File: src/rtl/contador_modular_param.sv
// Parametrised modulo counter: up/down, enable, sync clear/load, wrap or saturate,
// with registered terminal-count pulse and sticky over/underflow flag.
module contador_modular_param #(
  parameter int              WIDTH    = 3,
  parameter longint unsigned MODULO   = 8,
  parameter bit              SATURATE = 1'b0
) (
  input  logic             clk,
  input  logic             reset,
  input  logic             en,
  input  logic             up_down,
  input  logic             clear,
  input  logic             load,
  input  logic [WIDTH-1:0] load_val,
  output logic [WIDTH-1:0] count,
  output logic             tc,
  output logic             ovf
);

  // Top of range held in WIDTH+1 bits so MODULO = 2^WIDTH compares without carry loss.
  localparam longint unsigned MAX_L = MODULO - 64'd1;
  localparam logic [WIDTH:0]   MAX_X = MAX_L[WIDTH:0];
  localparam logic [WIDTH-1:0] MAX_W = MAX_L[WIDTH-1:0];

  if (WIDTH < 2 || WIDTH > 32 || MODULO < 2 || MODULO > (64'd1 << WIDTH)) begin : g_param_chk
    $error("contador_modular_param: illegal WIDTH/MODULO combination");
  end

  logic [WIDTH-1:0] count_q, count_d;
  logic             tc_q, tc_d;
  logic             ovf_q, ovf_d;

  logic [WIDTH:0]   count_x;
  logic [WIDTH:0]   load_x;
  logic             at_top;
  logic             at_bot;

  always_comb begin
    count_x = {1'b0, count_q};
    load_x  = {1'b0, load_val};
    at_top  = (count_x == MAX_X);
    at_bot  = (count_q == '0);

    count_d = count_q;
    tc_d    = 1'b0;
    ovf_d   = ovf_q;

    if (clear) begin
      count_d = '0;
      ovf_d   = 1'b0;
    end else if (load) begin
      count_d = (load_x > MAX_X) ? MAX_W : load_val;
    end else if (en) begin
      if (up_down) begin
        if (at_top) begin
          tc_d    = 1'b1;
          ovf_d   = 1'b1;
          count_d = SATURATE ? MAX_W : '0;
        end else begin
          count_d = count_q + WIDTH'(1);
        end
      end else begin
        if (at_bot) begin
          tc_d    = 1'b1;
          ovf_d   = 1'b1;
          count_d = SATURATE ? '0 : MAX_W;
        end else begin
          count_d = count_q - WIDTH'(1);
        end
      end
    end
  end

  always_ff @(posedge clk or posedge reset) begin
    if (reset) begin
      count_q <= '0;
      tc_q    <= 1'b0;
      ovf_q   <= 1'b0;
    end else begin
      count_q <= count_d;
      tc_q    <= tc_d;
      ovf_q   <= ovf_d;
    end
  end

  assign count = count_q;
  assign tc    = tc_q;
  assign ovf   = ovf_q;

endmodule

File: config.mk
export PLATFORM = sky130hd
export DESIGN_NAME = contador_modular_param
export DESIGN_NICKNAME = d
export VERILOG_FILES = /design/src/rtl/contador_modular_param.sv
export SDC_FILE = /design/constraint.sdc
export NUM_CORES = 1
export LEC_CHECK = 0
export CAP_MARGIN = 20
export CELL_PAD_IN_SITES_DETAIL_PLACEMENT = 0
export CELL_PAD_IN_SITES_GLOBAL_PLACEMENT = 2
export CORE_MARGIN = 4
export CORE_UTILIZATION = 20
export DETAILED_ROUTE_END_ITERATION = 8
export GPL_TIMING_DRIVEN = 0
export HOLD_SLACK_MARGIN = 0.02
export PLACE_DENSITY = 0.81
export SETUP_SLACK_MARGIN = 0.2
export SLEW_MARGIN = 40
export SYNTH_ARGS = -nofsm -noshare
export SYNTH_HDL_FRONTEND = slang
export SYNTH_SLANG_ARGS = --single-unit
File: constraint.sdc
create_clock -name clk -period 1.5 [get_ports clk]
set_clock_uncertainty 0.2 [all_clocks]
set_input_delay 0.15 -clock clk [delete_from_list [all_inputs] [get_ports clk]]
set_output_delay 0.15 -clock clk [all_outputs]
set_load 0.005 [all_outputs]
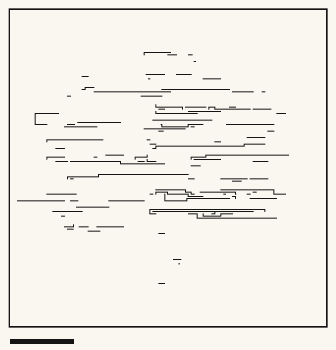
Figure 1: run 1, signal wires on met1.
Scale bar: 10 um.
The longest straight run is 17.9 um. The layer holds 45% of the routed length. The layer carries 396 um of wire.

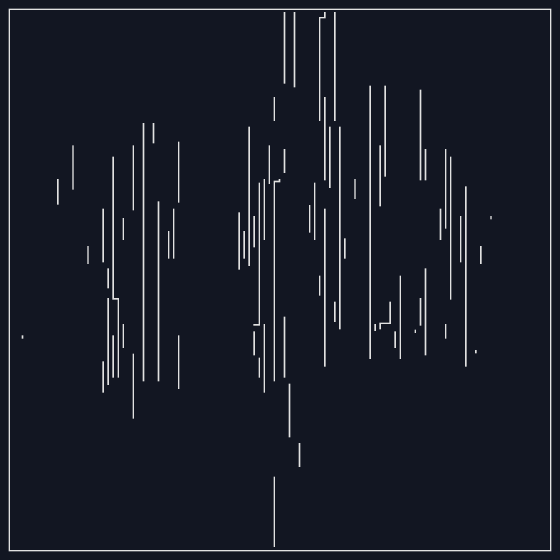
Figure 2: run 1, met2 routing.
The layer holds 49% of the routed length. The layer carries 431 um of wire.

==> results.tsv, run 1 <==
stage	metric	value	unit
timing	fmax	662.2	MHz
yosys	ys_types	18	
critical_path	worst-path-buf-inv	1	
global_routing	grt_busiest_layer	met2	
run_status	status	complete, but fails checks	
yosys	synth-seq-cells	5	
final_layout	areaGrowthSynthToFinish	78.75	%
critical_path	r2r_start	count[0]	
timing	setup_viol	2	
timing	rsz0062_at_grt	yes	
clock_network	cts_buffers	3	
critical_path	crit_type	reg -> reg	
floorplanning	fp-row-count	14	
final_layout	drive_gt1_share	38.60	%
route	drc	0	
clock_network	clock-sinks	5	
clock_network	htree_num_levels	1	
clock_network	max-clock-path-buffers	2	
floorplanning	fp.coreArea	1559	um2
global_routing	grt_pass1_vias	351	
flow_run	tool_warnings	31	
timing	setup_slack	-10.11	ps
placed_design	gp_congestion	0.7206	
global_routing	grt_pass1_wl	1400	um
yosys	syn_inst	37	
worst_hold_path	hold_path_startpoint	load_val[1]	
placed_design	port_buffers	13	
yosys	ys_area	341.6	um2
yosys	ys_cells	37	
global_routing	use_met2	11.61	%
critical_path	crit_path_start_kind	register	
clock_network	cts_tree	built	
yosys	ys_seq_share	36.63	%
timing	finalSetupTns	-15.28	ps
floorplanning	io_pins	14	
route	wire_per_inst	12.10	um
timing	fin_crit	1510	ps
route	vias_per_cell	4.548	
final_layout	layout.nets	71	
critical_path	cp_top_family	flip-flops	
global_routing	grt-ovfl-total	0	
timing	min_period_over_period	100.7	%
floorplanning	fp_util	21.91	%
run_status	violations	setup timing	
yosys	synth_area	341.6	um2
critical_path	cp_cell_sequence	inv_2 -> ha_4 -> nor3b_4 -> o21ai_2 -> a221oi_2	
final_layout	logic_area	256.5	um2
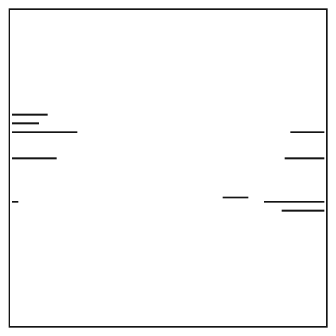
Figure 3: run 1, metal 3.
10 nets have wire on it. The wires run mostly horizontal. The layer holds 6.4% of the routed length.

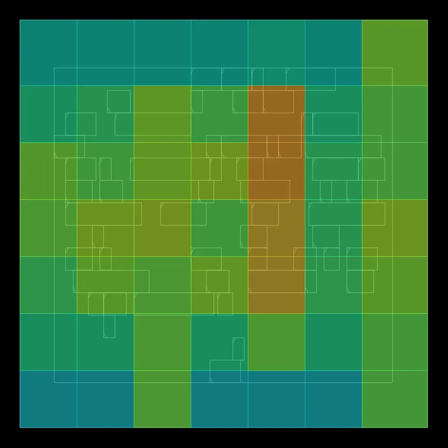
Figure 4: run 1, routing congestion.
Post-Route Utilization: 39.17%
Tot GR Track Use: 7.389%
met1 Track Usage GR: 9.225%

-- run 1: cell families (layout without fill, tap and decap cells) --
logic type | count (synthesis) | in the layout | share of synthesized area (%)
fa+ha+maj | 4 | 4 | 14.65
simple gates | 7 | 7 | 12.45
xor+xnor | 1 | 1 | 2.565
flops | 5 | 5 | 36.63
compound gates | 12 | 12 | 24.91
buf+inv | 8 | 28 | 8.792
-- run 1: through the flow --
step           setup WS [ps]  cells  utilization [%]  instance area (um2)  hold WS, ps
6_report              -10.11     73            39.17                610.6        270.9
5_1_grt               -105.6     73            39.17                610.6        300.3
4_1_cts               -17.62     72            36.44                568.0        268.8
3_5_place_dp          -104.7     66            33.39                520.5        164.4
3_3_place_gp          -81.06     66            33.39                520.5        161.4
2_1_floorplan          82.41     37                -                370.4       -271.5
-- run 1: sequential cells by signal (all words and copies together) (netlist names) --
name / flops
count: 3
tc: 1
ovf: 1
-- run 1: final timing paths --
path / depth (start not counted) / endpoint / slack (ps)
max reg2reg: 5 / count[0] / -10
min: 3 / count[1] / 270
min reg2reg: 2 / ovf / 320
max: 5 / count[0] / -10
min in group asynchronous: 3 / tc / 460
max in group asynchronous: 3 / count[2] / 450
-- run 1: synth_stat cells --
master    number  area [um2]
a221oi_2       1       15.01
o211ai_1       1       7.510
a21oi_1        5       25.02
o21ai_1        1       5.000
nor2b_1        1       6.260
inv_1          8       30.03
dfrtp_1        5       125.1
nor2_1         1       3.750
nand2_1        2       7.510
a21o_2         1       8.760
nor3b_2        1       12.51
nor3_1         1       5.000
ha_1           4       50.05
o311a_1        1       10.01
and2_2         1       7.510
xnor2_1        1       8.760
o21ai_0        1       5.000
a221oi_1       1       8.760
-- run 1: per-layer routing --
| layer | part of all wire, % | routed length (um) |
|---|---|---|
| met1 | 45 | 395 |
| met2 | 49 | 430 |
| met3 | 6.3 | 56 |
| met4 | 0 | 0 |
| met5 | 0 | 0 |
-- run 1: worst min-delay path, cell delays in order --
cell and delay, ps:
clkdlybuf4s50_1 390, inv_1 60, a221oi_2 50
-- run 1: repair_timing --
action | 4_1_cts | 5_1_grt
pin swaps | 2 | 6
hold buffers | 1 | 0
buffers inserted | 1 | 1
gates resized | 10 | 7
endpoints found under the setup margin | 10 | 7
hold endpoints to repair | 5 | 0
-- run 1: area by class of cell --
cell class	count	area share [%]
Sequential cell	5	20.90
Inverter	8	4.918
Tap cell	16	3.279
Timing Repair Buffer	16	24.59
Clock buffer	4	4.303
Multi-Input combinational cell	24	42.01
-- run 1: power by group --
part	total, mW	leakage, nW	switching [mW]	internal (mW)
Combinational	0.138	0.198	0.0603	0.0777
Sequential	0.153	0.0635	0.00824	0.144
Clock	0.150	0.0150	0.0502	0.100
Total	0.441	0.276	0.119	0.322
==> inputs of run 2 (changes only) <==
Settings changed: CTS_CLUSTER_DIAMETER set to 120.
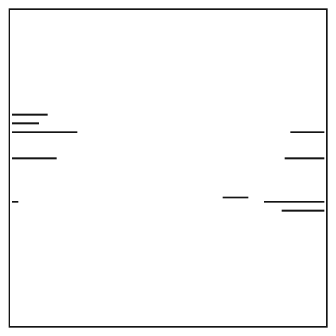
Figure 5: run 2, metal 3.
The layer carries 56.5 um of wire. 10 nets have wire on it. The layer holds 6.4% of the routed length. The wires run mostly horizontal. The longest straight run is 9.90 um.

==> run 2 against run 1 <==
- the flow still finishes with violations (setup timing)
- power stayed put
- first-iteration DRC count did not move
- sequential power about the same
- critical path type unchanged
- global-route usage did not move
- critical endpoint unchanged
==> results.tsv, run 2 <==
stage	metric	value	unit
run_status	status	complete, but fails checks	
run_status	violations	setup timing	
final_layout	drive_gt1_share	38.60	%
worst_hold_path	whs_path_depth	3	
yosys	ys_seq_share	36.63	%
floorplanning	fp-row-count	14	
worst_hold_path	hold_path_startpoint	load_val[1]	
yosys	edf_count	0	
yosys	syn_inst	37	
yosys	ys_cells	37	
timing	rsz0062_at_grt	yes	
critical_path	crit_type	reg -> reg	
critical_path	ff2ff_path_depth	5	
yosys	top_area_share	36.63	%
yosys	ys_types	18	
route	drc	0	
route	wire_per_inst	12.10	um
yosys	synth_area_leader_cell	dfrtp_1	
critical_path	cp_cell_sequence	inv_2 -> ha_4 -> nor3b_4 -> o21ai_2 -> a221oi_2	
worst_hold_path	min_to	count[1]	
yosys	flop_cell	dfrtp_1	
flow_run	tool_warnings	31	
yosys	synthTopCellsByArea	dfrtp_1, ha_1, inv_1, a21oi_1, a221oi_2	
final_layout	areaGrowthSynthToFinish	78.75	%
global_routing	grt-ovfl-total	0	
floorplanning	fp.coreArea	1559	um2
yosys	synth-seq-cells	5	
clock_network	max-clock-path-buffers	2	
critical_path	crit_path_start_kind	register	
yosys	netlist_top_cells_count	inv_1, a21oi_1, dfrtp_1	
timing	setup_slack	-10.11	ps
yosys	synth-async-reset-ratio	100.0	%
critical_path	end_kind	register	
global_routing	grt_use_total	7.389	%
route	vias_per_cell	4.548	
timing	min_period_over_period	100.7	%
timing	fin_crit	1510	ps
critical_path	reg2reg_slack	-10	ps
yosys	ys_area	341.6	um2
global_routing	grt_pass1_wl	1400	um
clock_network	ctsRootBufferMaster	clkbuf_4	
critical_path	worst-path-buf-inv	1	
timing	finalSetupTns	-15.28	ps
placed_design	port_buffers	13	
clock_network	clock-sinks	5	
global_routing	grt_pass1_vias	351	
clock_network	htree_num_levels	1	
placed_design	pre_cts_slack	-104.7	ps
critical_path	r2r-end	count[0]	
critical_path	r2r_start	count[0]	
floorplanning	fp_util	21.91	%
clock_network	cts_tree	built	
yosys	synth_area	341.6	um2
final_layout	largest_reg_flops	3	
timing	fmax	662.2	MHz
timing	setup_viol	2	
final_layout	layout.nets	71	
floorplanning	io_pins	14	
placed_design	gp_congestion	0.7206	
-- run 2: stage by stage --
stage	hold WS [ps]	utilization, %	total power, mW	instance area, um2	std cells
final	270.9	39.17	0.4412	610.6	73
after global routing	300.3	39.17	0.4787	610.6	73
after CTS	268.8	36.44	0.4306	568.0	72
after detailed placement	164.4	33.39	0.2650	520.5	66
after global placement	161.4	33.39	0.2636	520.5	66
after floorplan	-271.5	-	0.2077	370.4	37
-- run 2: what timing repair did --
item / CTS / global route
hold endpoints to repair: 5 / 0
endpoints found under the setup margin: 10 / 7
hold buffers: 1 / 0
buffers inserted: 1 / 1
pin swaps: 2 / 6
gates resized: 10 / 7
-- run 2: power by group --
group	total, mW	internal (mW)	switching (mW)	leakage, nW
clock network	0.150	0.100	0.0502	0.0150
registers	0.153	0.144	0.00824	0.0635
logic	0.138	0.0777	0.0603	0.198
total	0.441	0.322	0.119	0.276
-- run 2: cell families after synthesis --
logic type	synth area share (%)
compound gates	24.91
xor+xnor	2.565
fa+ha+maj	14.65
buf+inv	8.792
flops	36.63
simple gates	12.45
-- run 2: layer usage --
metal	track usage, %	wire, um	up-vias
met5	0	0	-
met3	1.529	56	0
met1	9.225	395	154
met2	11.61	430	11
li1	-	-	167
met4	4.265	0	0
-- run 2: cell type report --
class | instances | area (um2) | area share [%]
repair buffers | 16 | 150.1 | 24.59
inverters | 8 | 30.03 | 4.918
well taps | 16 | 20.02 | 3.279
multi-input cells | 24 | 256.5 | 42.01
clock buffers | 4 | 26.28 | 4.303
flip-flops and latches | 5 | 127.6 | 20.90
-- run 2: worst min-delay path: cells and delay by family --
kind	cells	cell delay (ps)
buf+inv	2	450
compound gates	1	50
-- run 2: worst max path at each step --
stage / from / to / cells past startpoint
2_1_floorplan: count[0] / count[0] / 5
3_3_place_gp: up_down / count[0] / 4
3_5_place_dp: up_down / count[0] / 4
4_1_cts: count[0] / count[0] / 5
5_1_grt: count[0] / count[1] / 5
6_report: count[0] / count[0] / 5
Power is estimated from default activity; no workload was simulated.
